[src/rtl/delay_probe.sv]
// Round-trip latency probe: launches a marker word into a delay line after a
// zero flush, then counts cycles until the same word returns or a timeout.
module delay_probe #(
  parameter int DATA_W       = 8,
  parameter int FLUSH_CYCLES = 16,
  parameter int MAX_WAIT     = 255
) (
  input  logic              clk,
  input  logic              rst_n,
  input  logic              start,
  input  logic [DATA_W-1:0] pattern,
  output logic [DATA_W-1:0] probe_out,
  input  logic [DATA_W-1:0] echo_in,
  output logic              busy,
  output logic              done,
  output logic              timeout,
  output logic [7:0]        delay
);

  typedef enum logic [2:0] {
    IDLE,
    FLUSH,
    SEND,
    WAIT,
    REPORT
  } state_t;

  localparam logic [7:0] FLUSH_LAST = 8'(FLUSH_CYCLES - 1);
  localparam logic [7:0] WAIT_LAST  = 8'(MAX_WAIT);

  state_t            state_q, state_d;
  logic [7:0]        cnt_q, cnt_d;
  logic [DATA_W-1:0] pat_q, pat_d;
  logic [DATA_W-1:0] probe_d;
  logic              busy_d, done_d, timeout_d;
  logic [7:0]        delay_d;
  logic              echo_hit;

  assign echo_hit = (echo_in == pat_q);

  // Every output is computed from the next state and registered, so done and
  // timeout are high exactly during the REPORT cycle.
  always_comb begin
    // NOTE: every variable gets a default before the case so no latch is inferred.
    state_d   = state_q;
    cnt_d     = cnt_q;
    pat_d     = pat_q;
    delay_d   = delay;
    probe_d   = '0;
    done_d    = 1'b0;
    timeout_d = 1'b0;

    case (state_q)
      IDLE: begin
        if (start) begin
          pat_d   = pattern;
          delay_d = 8'd0;
          cnt_d   = 8'd0;
          // A zero marker cannot be told apart from the flush value.
          if (pattern == '0) begin
            timeout_d = 1'b1;
            state_d   = REPORT;
          end else begin
            state_d = FLUSH;
          end
        end
      end

      FLUSH: begin
        if (cnt_q == FLUSH_LAST) begin
          cnt_d   = 8'd0;
          probe_d = pat_q;
          state_d = SEND;
        end else begin
          cnt_d = cnt_q + 8'd1;
        end
      end

      SEND: begin
        if (echo_hit) begin
          delay_d = 8'd0;
          done_d  = 1'b1;
          state_d = REPORT;
        end else begin
          cnt_d   = 8'd1;
          state_d = WAIT;
        end
      end

      WAIT: begin
        if (echo_hit) begin
          delay_d = cnt_q;
          done_d  = 1'b1;
          state_d = REPORT;
        end else if (cnt_q == WAIT_LAST) begin
          timeout_d = 1'b1;
          state_d   = REPORT;
        end else begin
          cnt_d = cnt_q + 8'd1;
        end
      end

      REPORT: begin
        state_d = IDLE;
      end

      default: begin
        state_d = IDLE;
      end
    endcase

    busy_d = (state_d != IDLE);
  end

  always_ff @(posedge clk or negedge rst_n) begin
    if (!rst_n) begin
      state_q   <= IDLE;
      cnt_q     <= 8'd0;
      pat_q     <= '0;
      probe_out <= '0;
      busy      <= 1'b0;
      done      <= 1'b0;
      timeout   <= 1'b0;
      delay     <= 8'd0;
    end else begin
      // NOTE: non-blocking assignments make every register update from pre-edge values.
      state_q   <= state_d;
      cnt_q     <= cnt_d;
      pat_q     <= pat_d;
      probe_out <= probe_d;
      busy      <= busy_d;
      done      <= done_d;
      timeout   <= timeout_d;
      delay     <= delay_d;
    end
  end

endmodule

[config.mk]
export PLATFORM = sky130hd
export DESIGN_NAME = delay_probe
export DESIGN_NICKNAME = d
export VERILOG_FILES = /design/src/rtl/delay_probe.sv
export SDC_FILE = /design/constraint.sdc
export NUM_CORES = 1
export LEC_CHECK = 0
export ABC_AREA = 1
export ABC_CLOCK_PERIOD_IN_PS = 2200
export CAP_MARGIN = 20
export CORE_MARGIN = 2
export CORE_UTILIZATION = 40
export DETAILED_ROUTE_END_ITERATION = 7
export PLACE_DENSITY = 0.62
export SLEW_MARGIN = 10
export SYNTH_ARGS = -nofsm -noshare
export SYNTH_HDL_FRONTEND = slang
export SYNTH_SLANG_ARGS = --single-unit
[constraint.sdc]
create_clock -name clk -period 2.2 [get_ports clk]
set_input_delay 0.33 -clock clk [delete_from_list [all_inputs] [get_ports clk]]
set_output_delay 0.33 -clock clk [all_outputs]
set_load 0.01 [all_outputs]
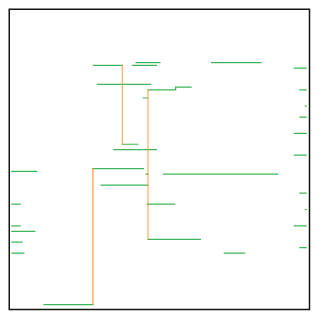
**Above:** run 1 (routed metal, one color a layer).
Scale: 4 px per um. Only two layers are drawn.
M4 -> orange  # wire length 91.1 um
M3 -> green  # wire length 203 um
Routed WL per cell: 10.8 um
overall routed net length: 4.07 mm
total global routing track utilization: 16.7%

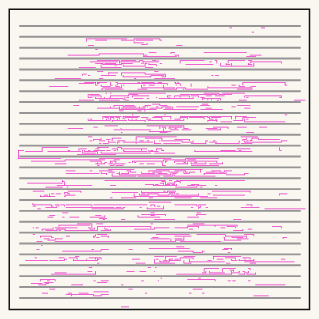
**Above:** run 1 (met1 routing).
Scale: 4 px per um. Supply wires on this layer in gray.
share of all routed wire = 49%
nets with wire on the layer = 296
main direction = horizontal
longest straight run = 30.1 um
wire length on this layer = 2010 um
routed via count: 1703
global routing met1 resource utilization: 22.1%

==> summary.txt, run 1 <==
Physical design

The run finished with clean final reports. The detailed placer's ending HPWL stands at roughly 3.2 mm. The count of nets left with antenna violations after detail routing stands at 0. The number of cells produced by synthesis stands at between 200 and 300. The min-delay analysis places its worst path in the category flop to flop. After its last routability iteration, the placer logged a weighted congestion of 0.928. Sorting the Yosys area breakdown by cell type puts at the top dfrtp_1. For this run, the leading register cell type out of synthesis is dfrtp_1.

By instance count, the leading cell after synthesis is nand2_1. The tree is rooted in a clkbuf_8. The overall die width stands at 74.7 um. Per the run report, area growth between synthesis and finish was 29.8%. The latest clock arrival within the worst-skew pair stands at 0.29 ns. In the synthesized netlist, the cells that appear most often are nand2_1 (87), inv_1 (40), dfrtp_1 (38). The power per standard cell area stands at 955 nW/um^2. OpenSTA lists the critical path startpoint as echo_in[4]. Per STA, the worst path is made up of clkdlybuf4s50_1, nand2_1, nand2_1, nand2_1, nor2_1, nand2_1, nand2_1, nand3_4, nand2_1, nand2_1. In this run the mean area of a mapped cell was around 7.6 sq um. Setup repair after global routing left no endpoint under its margin. The CTS clock-pin slew for the worst setup and hold paths stands at 0.07 ns. The final sum of negative setup slack stands at 0 ns. Setup violations remaining at the end of the flow were counted as 0. The maximum count of clock buffers along a single path stands at 2. The post-layout minimum cycle time stands at 1.76 ns. The fraction of synthesis flops using an asynchronous set or reset pin stands at 100%. 38 I/O pins were placed. The required time reported for the critical path endpoint stands at 2.38 ns. The number of nets handed over by synthesis was 284. Per Yosys stat, the portion of area used by sequential elements is 47.6%.

The maximum level of the CTS H-tree stands at 2. The final worst clock skew stands at between 0.004 and 0.005 ns. The total clock sinks stands at 38. The post-route clock period utilization stands at 80.0%. The warning total across the stage logs stands at 26.

The max-cap violation count stands at 0. For the worst min-delay path, the startpoint reported by OpenROAD is delay[5]$_DFFE_PN0P_. Looking at the VDD voltage map, the peak drop is approximately 460 uV.

Derived from the worst setup path, the maximum achievable clock frequency is between 500 and 600 MHz. Port buffering added 37 buffers. Looking at the reg2reg group, the worst path starts from pat_q[5]$_DFFE_PN0P_.

The slew of the pin with the lowest slew margin stands at ~0.49 ns. Max-slew check failures listed in the final report amount to 0. The total power after layout stands at 2.48 mW. The number of global-route vias before repair stands at approximately 1500. The area reported by Yosys stat stands at 2000 sq um. The finished layout holds 375 standard cells, fillers aside. The maximum number of pins on one net before global-route repair stands at 22.

The count of instances resized after the clock tree is built stands at 0. The leakage power stands at about 1.4 nW. The worst endpoint data arrival time stands at roughly 1.9 ns. After synthesis, the largest area contributor takes up 47.6% of total cell area. The highest cell delay on the worst timing path stands at 0.49 ns. After floorplanning, the core was divided into 25 placement rows. Looking at the critical path, the single cell with the biggest stage delay is clkdlybuf4s50_1.

The critical-path maximum fanout stands at 11. The cell total in the yosys stat output stands at 264. For reference, the most critical setup path is categorized as primary input to flop. After floorplanning, the die was sized to cover about 5600 sq um. The net count reported at finish stands at roughly 330. The initial antenna violation count stands at 0. The script parses the final routing iteration and logs DRC violations as 0. The timing report attributes the biggest portion of critical-path delay to simple AND/OR/NAND/NOR gates. The synthesized area stands at 2000 sq um.

The number of enable-type register cells in the synthesized netlist stands at 0. For this configuration, the core starts out at a cell density of 41.8%. The count of cell types in the netlist stands at 26. The overall die height stands at 74.7 um.

The first global-routing pass estimated between 7 and 8 mm of wire.
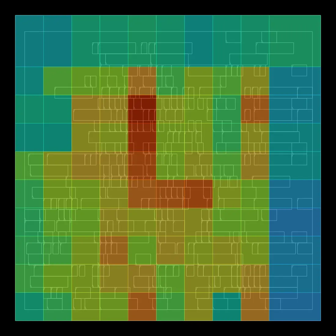
**Above:** run 1 (track usage over the die).
gr busiest metal: met2
final core utilization: 54.2%

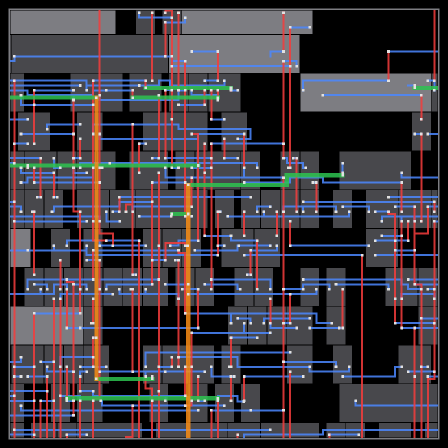
**Above:** run 1 (a small window of the routed layout).
Region (22, 37) to (52, 67) um. Cells in gray, sequential cells in the stronger gray; small squares are vias.
M2 -> red
M1 -> blue
M3 -> green
M4 -> orange
cells with their middle in the window = 91
most frequent = nand2_1 (26), inv_1 (14), nand4_1 (13)
netlist names of flops here include = cnt_q (4), delay (1)
sequential cells in the window = 5

-- run 1: final cells by class --
class / count / area [sq um]
fill: 476 / 2190
sequential: 38 / 951
multi-input combinational: 180 / 870
timing repair buffer: 40 / 390
inverter: 42 / 158
tap: 67 / 83.8
clock buffer: 6 / 82.6
clock inverter: 2 / 60.1
-- run 1: cell usage in the layout, fill, tap and decap left out --
cell | Yosys | final
nand2_1 | 87 | 87
inv_1 | 40 | 40
dfrtp_1 | 38 | 38
clkdlybuf4s50_1 | 0 | 36
nor2_1 | 25 | 25
nand4_1 | 19 | 19
nand3_1 | 14 | 14
o21ai_0 | 9 | 9
a21oi_1 | 6 | 6
clkbuf_8 | 0 | 6
xnor2_1 | 4 | 4
nand2_2 | 2 | 2
nor2_4 | 2 | 2
inv_2 | 2 | 2
nor3_1 | 2 | 2
bufinv_16 | 0 | 2
buf_4 | 1 | 2
nand4_2 | 1 | 1
nor3_2 | 1 | 1
nand2_4 | 1 | 1
o211ai_1 | 1 | 1
o21a_1 | 1 | 1
a21oi_2 | 1 | 1
nand3_4 | 1 | 1
nand3_2 | 1 | 1
a21boi_0 | 1 | 1
ha_1 | 1 | 1
dlygate4sd3_1 | 0 | 1
buf_2 | 2 | 1
-- run 1: worst reg2reg max path: cells and delay by family, from the launching register on --
kind / cells / cell delay [ns]
buf+inv: 1 / 0.07
flops: 1 / 0.40
simple gates: 9 / 1.10
-- run 1: state kept, by name, summed over array words and instances, names as in the netlist --
signal,flops
cnt_q,8
delay,8
pat_q,8
probe_out,8
state_q,3
busy,1
done,1
timeout,1
-- run 1: through the flow --
stage	util (%)	hold WS [ns]	setup slack [ns]
2_1_floorplan	-	0.0344	0.804
3_3_place_gp	51.0	0.286	0.189
3_5_place_dp	51.0	0.291	0.111
4_1_cts	54.2	0.483	0.423
5_1_grt	54.2	0.495	0.273
6_report	54.2	0.475	0.440
-- run 1: power breakdown --
group | leakage [nW] | switching (mW) | internal (mW) | total (mW)
Combinational | 0.779 | 0.486 | 0.304 | 0.790
Sequential | 0.504 | 0.130 | 0.833 | 0.964
Clock | 0.0714 | 0.241 | 0.483 | 0.724
-- run 1: worst paths after layout --
path / cells after the start / slack (ns) / to
worst max-delay path: 10 / 0.44 / delay[7]$_DFFE_PN0P_
worst min-delay path: 2 / 0.47 / delay[5]$_DFFE_PN0P_
worst max register to register: 10 / 0.52 / delay[7]$_DFFE_PN0P_
worst min register to register: 2 / 0.47 / delay[5]$_DFFE_PN0P_
max in group asynchronous: 3 / 1.09 / delay[2]$_DFFE_PN0P_
min in group asynchronous: 2 / 0.50 / probe_out[5]$_DFF_PN0_
-- run 1: logic make-up after synthesis --
kind of cell,Yosys count,share of synthesized area (%)
AND-OR/OR-AND,19,5.32
buffers and inverters,46,8.95
XOR/XNOR,4,1.75
flip-flops,38,47.6
AND/OR/NAND/NOR,156,35.8
adder cells (fa/ha/maj),1,0.626
-- run 1: routing by layer --
metal | vias up | global-route usage, % | share of wire [%]
li1 | 923 | - | -
met1 | 729 | 22.1 | 49
met2 | 42 | 26.4 | 43
met3 | 9 | 3.88 | 5.0
met4 | 0 | 7.14 | 2.2
met5 | - | 0 | 0
--- run 2 (diff from run 1) ---
--- a/config.mk
+++ b/config.mk
@@ -6,7 +6,7 @@
 export NUM_CORES = 1
 export LEC_CHECK = 0
 export ABC_AREA = 1
-export ABC_CLOCK_PERIOD_IN_PS = 2200
+export ABC_CLOCK_PERIOD_IN_PS = 1650
 export CAP_MARGIN = 20
 export CORE_MARGIN = 2
 export CORE_UTILIZATION = 40
==> constraint.sdc (replaced) <==
create_clock -name clk -period 1.65 [get_ports clk]
set_input_delay 0.2475 -clock clk [delete_from_list [all_inputs] [get_ports clk]]
set_output_delay 0.2475 -clock clk [all_outputs]
set_load 0.01 [all_outputs]
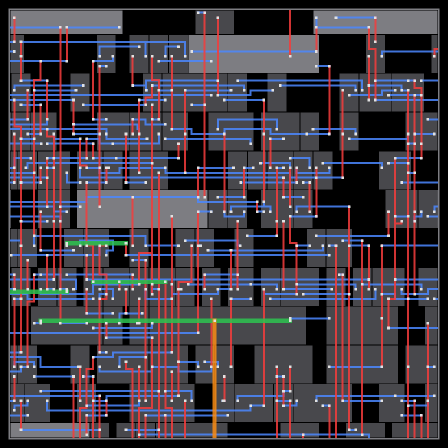
**Above:** run 2 (a small window of the routed layout).
Region (22, 37) to (52, 67) um. Cells in gray, sequential cells in the stronger gray; small squares are vias.
M1 -> blue
M2 -> red
M3 -> green
M4 -> orange
most frequent = nand2_1 (25), inv_1 (14)
netlist names of flops here include = cnt_q (3), delay (1)
sequential cells in the window = 4
cells with their middle in the window = 95

==> run 2 against run 1 <==
Net effect:
- cell area rose by 4.3%
- routed wire length rose by 8.2%
- highest routed layer unchanged
- critical endpoint is now probe_out[1]$_DFF_PN0_
- sequential cell count did not move
- utilization rose by 2.4 points
- die size did not move
==> summary.txt, run 2 <==
Physical design

The run finished with clean final reports. The share of the synthesized area in the top cell type stands at 47.6% (unchanged). The layout overhead on the synthesized area stands at 35.4%. The highest cell delay on the worst timing path is 0.37 ns (-0.12 ns). Per the STA report, the cell with the highest stage delay on the worst path is dfrtp_1. The latest clock arrival within the worst-skew pair stands at 0.29 ns (about the same). The overall die width stands at 74.7 um (unchanged). The slack of the worst reg-to-reg path was 0.15 ns (-0.37 ns). The net count entering floorplan stands at 284 (unchanged). The effective utilization at floorplan stands at 41.8% (unchanged). The maximum ir drop on the vdd rail stands at 604 uV (+32%).

The count of cell types in the netlist stands at 26 (unchanged). The maximum number of pins on one net before global-route repair stands at 39 (+77%). According to the hold report, the worst path is of the primary input to async pin type. The number of global-route vias before repair stands at 1644 (+6.1%).

The leakage power was 1.42 nW (+5.0%). The sequential cell area in the final layout stands at 951 sq um (unchanged). The number of cells produced by synthesis stands at 264 (unchanged). The top cell types in the final layout, fill and taps aside, are nand2_1 (87), inv_1 (40), dfrtp_1 (38).

The area reported by Yosys stat is 2000 sq um (unchanged). The standard-cell row count stands at 25 (unchanged). The depth of the worst register-to-register path was 6 (-4).

The aggregate global-route resource usage came to 17.4% (+0.70 points). Setup repair after global routing left no endpoint under its margin. The maximum level of the CTS H-tree stands at 2 (unchanged). The number of max-slew violations in the final report was 0 (unchanged). The commonest register cell is dfrtp_1.

The overall die height stands at 74.7 um (unchanged). Signal nets in the final route climb as high as met4. The synthesized area stands at 2000 sq um (unchanged). The max-cap violation count came to 0 (unchanged). For the worst reg-to-reg path, the endpoint reported by OpenROAD is probe_out[1]$_DFF_PN0_. The root buffer cell chosen for the clock tree is clkbuf_8.

For this run the top cell type by instance count after synthesis was nand2_1. The routability congestion estimate from global placement was 0.887 (-4.4%). The CTS clock-pin slew for the worst setup and hold paths is 0.08 ns (about the same).

The routed length on met2 is 2.01 mm (+14%). The average cell area after synthesis stands at 7.57 sq um (unchanged). The number of top-level pins was 38 (unchanged). The count of nets left with antenna violations after detail routing was 0 (unchanged). The core utilization of the finished layout stands at 56.6% (+2.4 points).

The post-detailed-route wirelength per cell is 11.3 um (+4.1%). The post-layout minimum cycle time stands at around 1.5 ns. The maximum count of clock buffers along a single path was 2 (unchanged).

The total number of vias stands at 1826 (+7.2%). The number of port buffers is 37 (unchanged). The worst endpoint data arrival time stands at 1.71 ns (-0.23 ns). The met3 routed wirelength was 148 um (-27%). The number of enable-type register cells in the synthesized netlist stands at 0 (unchanged). The warning total across the stage logs is 26 (unchanged). The fraction of synthesis flops using an asynchronous set or reset pin is 100% (unchanged). The critical-path maximum fanout was 9 (-2). The area of the die stands at 5580 sq um (unchanged). Walking the worst path, the cells encountered are ha_1, nand2_1, nor2_1, buf_4, nand4_2, nor2_1. Yosys reports that the most numerous cell types are nand2_1 (87), inv_1 (40), dfrtp_1 (38).
run 2: cell counts after synthesis:
Identical to the previous run, type by type.
run 2: layer usage:
metal  global-route usage [%]  up-vias
met4                     4.76        0
met5                        0        -
li1                         -      955
met3                     3.75        6
met2                     27.6       34
met1                     24.2      831
run 2: cell families (layout without fill, tap and decap cells):
| group | Yosys count | count (layout) | synth area share (%) |
|---|---|---|---|
| AOI/OAI and AO/OA | 19 | 19 | 5.32 |
| xor gates and xnor gates | 4 | 4 | 1.75 |
| adders and majority gates | 1 | 1 | 0.626 |
| buffers and inverters | 46 | 105 | 8.95 |
| DFF | 38 | 38 | 47.6 |
| and+or+nand+nor | 156 | 156 | 35.8 |
run 2: power breakdown:
group	switching, mW	leakage [nW]	internal (mW)	total [mW]
combinational	0.725	0.861	0.566	1.29
sequential	0.157	0.504	1.11	1.27
clock	0.316	0.0573	0.484	0.800
run 2: final cells by class:
cell class                 count  share of cell area, %
tap                           67                   3.10
multi-input combinational    180                   32.6
inverter                      42                   5.82
timing repair buffer          56                   19.2
sequential                    38                   35.1
clock inverter                 1                   1.11
clock buffer                   6                   3.05
run 2: repair_timing:
action	in CTS	in global routing
hold endpoints to repair	0	0
endpoints found under the setup margin	0	16
resized	0	3
buffers inserted	0	1
run 2: critical path, delay by kind of cell, from the launching register on:
family	cells	cell delay (ns)
fa+ha+maj	1	0.20
buf+inv	1	0.15
flops	1	0.37
simple gates	4	0.71
run 2: worst max-delay path by stage:
stage,slack [ns],start,to
CTS,0.07,pat_q[5]$_DFFE_PN0P_,delay[3]$_DFFE_PN0P_
global route,0.006,cnt_q[0]$_DFFE_PN0P_,probe_out[0]$_DFF_PN0_
finish,0.15,cnt_q[0]$_DFFE_PN0P_,probe_out[1]$_DFF_PN0_
detailed placement,-0.20,echo_in[5],delay[3]$_DFFE_PN0P_
floorplan,0.25,cnt_q[0]$_DFFE_PN0P_,state_q[0]$_DFF_PN0_
global placement,-0.15,echo_in[5],delay[5]$_DFFE_PN0P_
run 2: stage by stage:
stage / area (sq um) / setup TNS (ns) / instances / total power, mW / setup slack, ns
after detailed placement: 2570 / -2.53 / 382 / 2.55 / -0.198
after global routing: 2710 / 0 / 390 / 3.62 / 0.00605
after floorplan: 2000 / 0 / 264 / 2.06 / 0.254
final: 2710 / 0 / 390 / 3.36 / 0.146
after CTS: 2690 / 0 / 389 / 3.36 / 0.0663
after global placement: 2570 / -1.88 / 382 / 2.52 / -0.153
--- run 3 (diff from run 2) ---
--- a/config.mk
+++ b/config.mk
@@ -6,7 +6,6 @@
 export NUM_CORES = 1
 export LEC_CHECK = 0
 export ABC_AREA = 1
-export ABC_CLOCK_PERIOD_IN_PS = 1650
 export CAP_MARGIN = 20
 export CORE_MARGIN = 2
 export CORE_UTILIZATION = 40
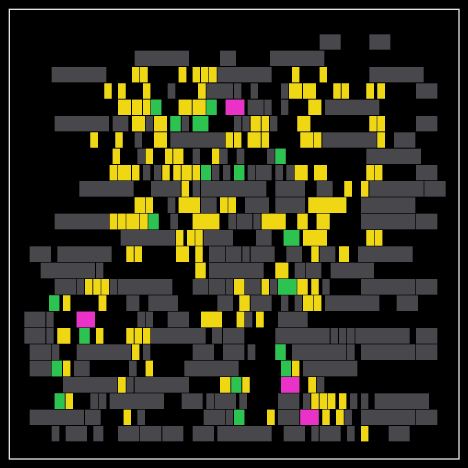
**Above:** run 3 (gate families picked out).
Scale: 6 px per um.
xor and xnor cells -> magenta  # cells 4, most used xnor2_1
aoi and oai cells -> green  # cells 18, most used o21ai_0
nand cells -> yellow  # cells 126, most used nand2_1
fraction of area in multi-input gates: 32.6%
tally of non-filler cells in the final layout: 390
most frequent logic cell in the layout: nand2_1

==> run 3 against run 2 <==
Net effect:
- worst setup slack is the same
- first-iteration DRC count is the same
- routed wire length is the same
- power is the same
- clock skew is the same
- combinational power is essentially flat
- critical path depth is the same
- synthesized cell count is the same
- clock power is essentially flat
- die size is the same
- largest cell class unchanged
==> summary.txt, run 3 <==
Physical design

The run finished with clean final reports. The required time reported for the critical path endpoint stands at about 1.9 ns. The count of nets left with antenna violations after detail routing was 0 (unchanged). dfrtp_1 takes more of the synthesized area than any other cell. The share of the synthesized area in the top cell type came to 47.6% (unchanged). The count of final hold-check violations stands at 0. The final critical-path setup slack stands at 0.146 ns (unchanged).

The critical path's slowest stage uses the library cell dfrtp_1. In the Yosys report, the sequential cells make up 47.6% of the chip area. The power per standard cell area stands at 1240 nW/um^2.

In this run, post-CTS hold repair placed 0 buffers. The commonest register cell is dfrtp_1. The critical-path maximum fanout stands at 9 (unchanged).

The aggregate global-route resource usage was 17.4% (unchanged). The CTS clock-pin slew for the worst setup and hold paths came to 0.08 ns (about the same). The warning total across the stage logs stands at 26 (unchanged). In the synthesized netlist, the cells that appear most often are nand2_1 (87), inv_1 (40), dfrtp_1 (38). The tightest min-delay check is of the primary input to async pin type. Per the TritonCTS log, the buffer count is 5.

The final sum of negative setup slack stands at 0 ns (unchanged). The total power after layout was 3.36 mW (unchanged). The standard-cell row count was 25 (unchanged). The latest clock arrival within the worst-skew pair was 0.29 ns (about the same).

The number of port buffers was 37 (unchanged). The number of max-slew violations in the final report stands at 0 (unchanged). In the layout the commonest cells are nand2_1 (87), inv_1 (40), dfrtp_1 (38).

The area reported by Yosys stat stands at 2000 sq um (unchanged). The number of placed instances with taps included stands at 382 (unchanged). The area of the die stands at 5580 sq um (unchanged).

The synthesized area was 2000 sq um (unchanged). In this run the critical path is formed by ha_1, nand2_1, nor2_1, buf_4, nand4_2, nor2_1. The maximum number of pins on one net before global-route repair stands at 39 (unchanged). The design area stands at 2710 sq um (unchanged). The net count entering floorplan is 284 (unchanged). The number of top-level pins is 38 (unchanged). The highest cell delay on the worst timing path was 0.37 ns (about the same). The max-cap violation count stands at 0 (unchanged). The post-detailed-route wirelength per cell stands at 11.3 um (unchanged). The layout overhead on the synthesized area came to 35.4% (unchanged). Grouping stages by cell kind, the critical path spends the most delay in simple AND/OR/NAND/NOR gates. The maximum level of the CTS H-tree stands at 2 (unchanged). The effective utilization at floorplan came to 41.8% (unchanged). The overall die height stands at 74.7 um (unchanged). The total number of vias was 1826 (unchanged).

The number of cells produced by synthesis was 264 (unchanged). The leakage power stands at 1.42 nW (unchanged). The routability congestion estimate from global placement is 0.887 (unchanged). In this run the clock root is driven by a clkbuf_8. The number of enable-type register cells in the synthesized netlist came to 0 (unchanged). Setup repair after global routing left no endpoint under its margin.

Hold is met by 0.00209 ns. TritonCTS built the clock tree. Among all cell types in the netlist, the one instantiated most often is nand2_1. The worst endpoint data arrival time was 1.71 ns (about the same). The count of cell types in the netlist stands at 26 (unchanged). The total detailed-routing wirelength stands at around 4.4 mm.

The average cell area after synthesis stands at 7.57 sq um (unchanged). The post-layout minimum cycle time was 1.50 ns (unchanged). The placed standard-cell area stands at 2570 sq um (unchanged).

The global-route congestion overflow total stands at 0. The maximum count of clock buffers along a single path stands at 2 (unchanged). The overall die width is 74.7 um (unchanged).

The buffering stage count on the worst path with inverters included was 1 (unchanged). The fraction of synthesis flops using an asynchronous set or reset pin stands at 100% (unchanged). The number of global-route vias before repair stands at 1644 (unchanged). The synthesis report lists the most area-consuming cells as dfrtp_1 (48%), nand2_1 (16%), inv_1 (7.5%), nand4_1 (5.9%), nor2_1 (4.7%).

The minimum setup slack after placement is -0.198 ns (unchanged). The maximum ir drop on the vdd rail is 604 uV (unchanged). The core utilization of the finished layout was 56.6% (unchanged).
run 3: layout make-up:
class,instances,area (sq um)
fillers,459,2080
flip-flops and latches,38,951
multi-input cells,180,882
repair buffers,56,520
inverters,42,158
well taps,67,83.8
clock buffers,6,82.6
clock inverters,1,30.0
run 3: cell families (layout without fill, tap and decap cells):
kind of cell               after synthesis  after routing  synth area share [%]
buffers and inverters                   46            105                  8.95
and+or+nand+nor                        156            156                  35.8
AOI/OAI and AO/OA                       19             19                  5.32
xor gates and xnor gates                 4              4                  1.75
adders and majority gates                1              1                 0.626
DFF                                     38             38                  47.6
run 3: worst reg2reg max path: stages (launching register included):
cell     delay [ns]
dfrtp_1        0.37
ha_1           0.20
nand2_1        0.08
nor2_1         0.19
buf_4          0.15
nand4_2        0.26
nor2_1         0.18
run 3: timing repair:
item | in CTS | in global routing
hold endpoints to repair | 0 | 0
endpoints found under the setup margin | 0 | 16
resized | 0 | 3
buffers inserted | 0 | 1
run 3: per-layer routing:
layer | GRT usage [%] | up-vias | wire (um) | part of all wire (%)
met5 | 0 | - | 0 | 0
met4 | 4.76 | 0 | 58 | 1.3
met3 | 3.75 | 6 | 148 | 3.4
met2 | 27.6 | 34 | 2010 | 46
met1 | 24.2 | 831 | 2190 | 50
li1 | - | 955 | - | -
run 3: report_power, final:
group	internal [mW]	leakage (nW)	switching (mW)
clock network	0.484	0.0573	0.316
logic	0.566	0.861	0.725
registers	1.11	0.504	0.157
run 3: worst paths after layout:
kind                                           start                      to  slack [ns]  cells past startpoint
worst max register to register  cnt_q[0]$_DFFE_PN0P_  probe_out[1]$_DFF_PN0_        0.15                      6
min in group clk                delay[5]$_DFFE_PN0P_    delay[5]$_DFFE_PN0P_        0.47                      2
worst min register to register  delay[5]$_DFFE_PN0P_    delay[5]$_DFFE_PN0P_        0.47                      2
worst max-delay path            cnt_q[0]$_DFFE_PN0P_  probe_out[1]$_DFF_PN0_        0.15                      6
max in group asynchronous                      rst_n    delay[1]$_DFFE_PN0P_        1.30                      2
worst min-delay path                           rst_n    pat_q[6]$_DFFE_PN0P_       0.002                      2
No activity file was given, so power comes from the tool's default toggle rates.
